Design icepic_run_ctrl, sky130hd; sources not shown.
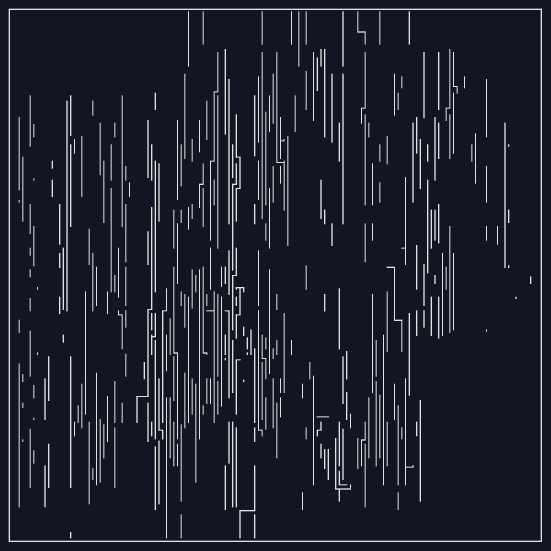
(the metal 2 layer)
(8 px per um)
- main direction: vertical
- wire length on this layer: 1,880 um
- share of all routed wire: 51%
M2 GR Usage: 0.304
final WL: 3650 um

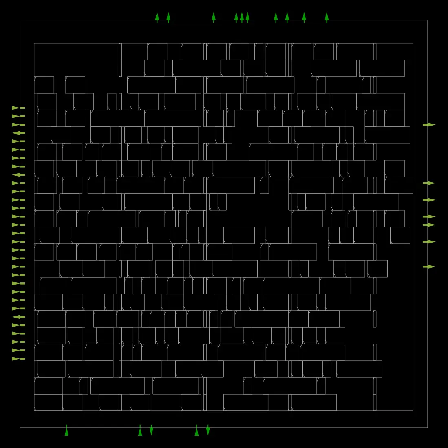
(cell placement)
CORE AREA: 3690 um2
Filler Cell Count: 328
registers: 31
fin cells: 299

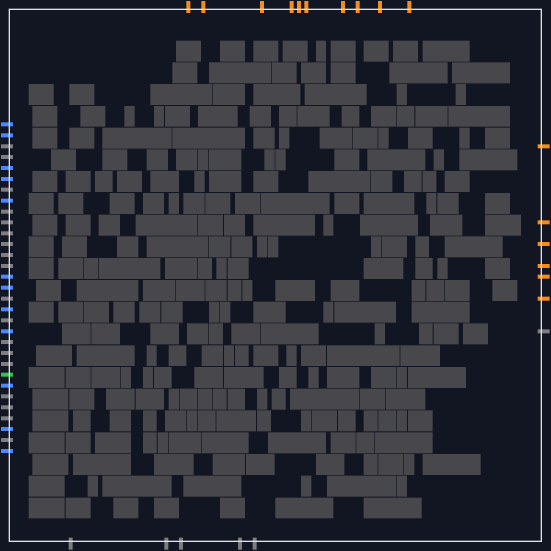
(ports around the boundary)
(8 px per um) Pins as bars across the die edge, other pins in gray.
- green: resume_req_in (pins 1; direction input; edge west)
- orange: exec_cnt_out (pins 16; direction output; edge 10 north, 6 east)
- blue: bp_addr_in (pins 12; direction input; edge west)
number of port buffers: 52
Die X: 66.3 um
chip height: 66.3 um

==> notes.md <==
yosys + openroad results -> Max Cap Viol 0, Die Footprint 4400 um2, CP Launch Type flop, layout cells sized above 1 0.255, Fmax 694 MHz, FP Util 0.432, CP arrival 1.66 ns, Yosys Instances 178, vias in the first global route 1,421, status finished with violations, synthesized area 1590 um2, CP cell instances buf_6 -> and4_4 -> and2_4 -> nand3_4 -> or3_4 -> a21oi_2, hpwl dp 2550 um, TritonCTS buffer count 5, most frequent cells in the layout 35 x dlygate4sd2_1, 30 x nor2_1, 20 x xnor2_1, 17 x dfxtp_1, 14 x buf_4, Root Driver clkbuf_8, worst vdd ir 0.623 mV, Remaining DRCs 0, slowest cell on the critical path or3_4, PnR worst setup slack -0.141 ns, Critical Path Sink Type flop, min Tclk post-route 1.44 ns, Final Max Tran Viols 0, Resized cells post-CTS 56, sequential share of the synthesized area 0.390, CP max stage delay 0.38 ns, Yosys Chip Area 1590 um2, asr flop ratio synth 0, DR WL/cell 12.2 um, Hold Crit Class input pin to flop, post-synth cell types 41, Reg clk slew, reported paths 0.07 ns, I/O pin total 53, H-Tree Depth 2, Yosys reg bits 31, initial drt markers 67, TritonRoute pass-1 iters 4, pin count of the biggest net entering global routing 11, initial antenna violation count 0, area grow syn2layout 57.2%, Layout Skew 0.00388 ns, worst path bufs/invs 1, Power per Cell Area 1250 nW/um2, CTS hold repair buffers 0, r2r setup slk -0.14 ns, antenna-violating nets left 0, grt ovf 0, Design Power 3.13 mW, CTS tree done, clock buffer depth 2, first-pass GRT wire length 5940 um, Tot GR Track Use 0.176, Crit Path Max Fanout 5, TritonCTS Sinks 31, syn_area_per_cell 8.95 um2, Synth Flop Type dfxtp_1, tool warnings 29, share of the clock period used by the worst path 1.11, CP top delay family simple AND/OR/NAND/NOR gates, max reg flops 16, R2R cell count 6, vias per inst 4.96, NumNets Final 283, fin util 0.679, Gate Count Post-Synth 178, cell area after layout 2500 um2, yosys warns 0, cell count along the critical path 6, Worst Tran Pin Value 0.423 ns, final hold slack 0.445 ns, leak pwr 1.16 nW, final setup violation count 11, worst hold stages 6, post-placement cell area 2190 um2, Ant. Diodes 0, unrepaired setup endpoints after global routing yes, Max-slew headroom 0.718, clk_lat worst skew 0.28 ns, Mapped Nets 211, row count 22, Post-CTS Setup Bufs 8, dominant logic cell type in the layout dlygate4sd2_1, crit path kind flop to flop, final hold violation count 0, Critical Path RT 1.52 ns, DP Worst Slack -0.632 ns, EDFF count, synth 0, Vias 1,483, violated checks setup timing
-- through the flow --
stage | setup TNS [ns] | std cells
final | -0.777 | 299
after global routing | -1.66 | 299
after CTS | -0.866 | 294
after detailed placement | -5.36 | 278
after global placement | -4.69 | 278
after floorplan | -1.47 | 178
-- Yosys cell counts (all sizes together), types with 2 or more instances --
cell type / instances / area, um2
a21oi: 8 / 40.0
and3: 8 / 52.6
and4: 3 / 30.0
buf: 5 / 36.3
dfxtp: 31 / 621
ha: 2 / 25.0
inv: 2 / 7.51
mux2i: 2 / 20.0
nand2: 10 / 37.5
nand2b: 2 / 12.5
nand3: 6 / 42.5
nand3b: 2 / 15.0
nand4: 6 / 37.5
nor2: 30 / 113
nor3: 5 / 36.3
o21ai: 3 / 15.0
or3: 5 / 31.3
xnor2: 22 / 193
xor2: 11 / 96.3
-- power by group --
part | internal (mW) | switching, mW
combinational | 0.614 | 0.513
clock | 0.483 | 0.351
sequential | 1.07 | 0.104
-- cells by family (layout without fill, tap and decap cells) --
logic type      after synthesis  count (layout)  synth area share
simple gates                 83              83             0.293
buf+inv                       8              81            0.0298
compound gates               18              18            0.0715
flops                        31              31             0.390
mux                           2               2            0.0126
fa+ha+maj                     3               3            0.0220
xor+xnor                     33              33             0.181
-- final cells by class --
class / instances / area [um2]
fill: 328 / 1180
inverter: 2 / 7.51
multi-input combinational: 139 / 1030
tap: 48 / 60.1
clock buffer: 8 / 100
sequential: 31 / 648
buffer: 6 / 56.3
timing repair buffer: 65 / 601
-- metal layers --
metal,global-route usage,vias to the layer above,part of all wire
met5,0,-,0
met2,0.304,49,0.51
li1,-,760,-
met4,0.0893,0,0.015
met1,0.197,669,0.41
met3,0.0460,5,0.055
Power is estimated from default activity; no workload was simulated.
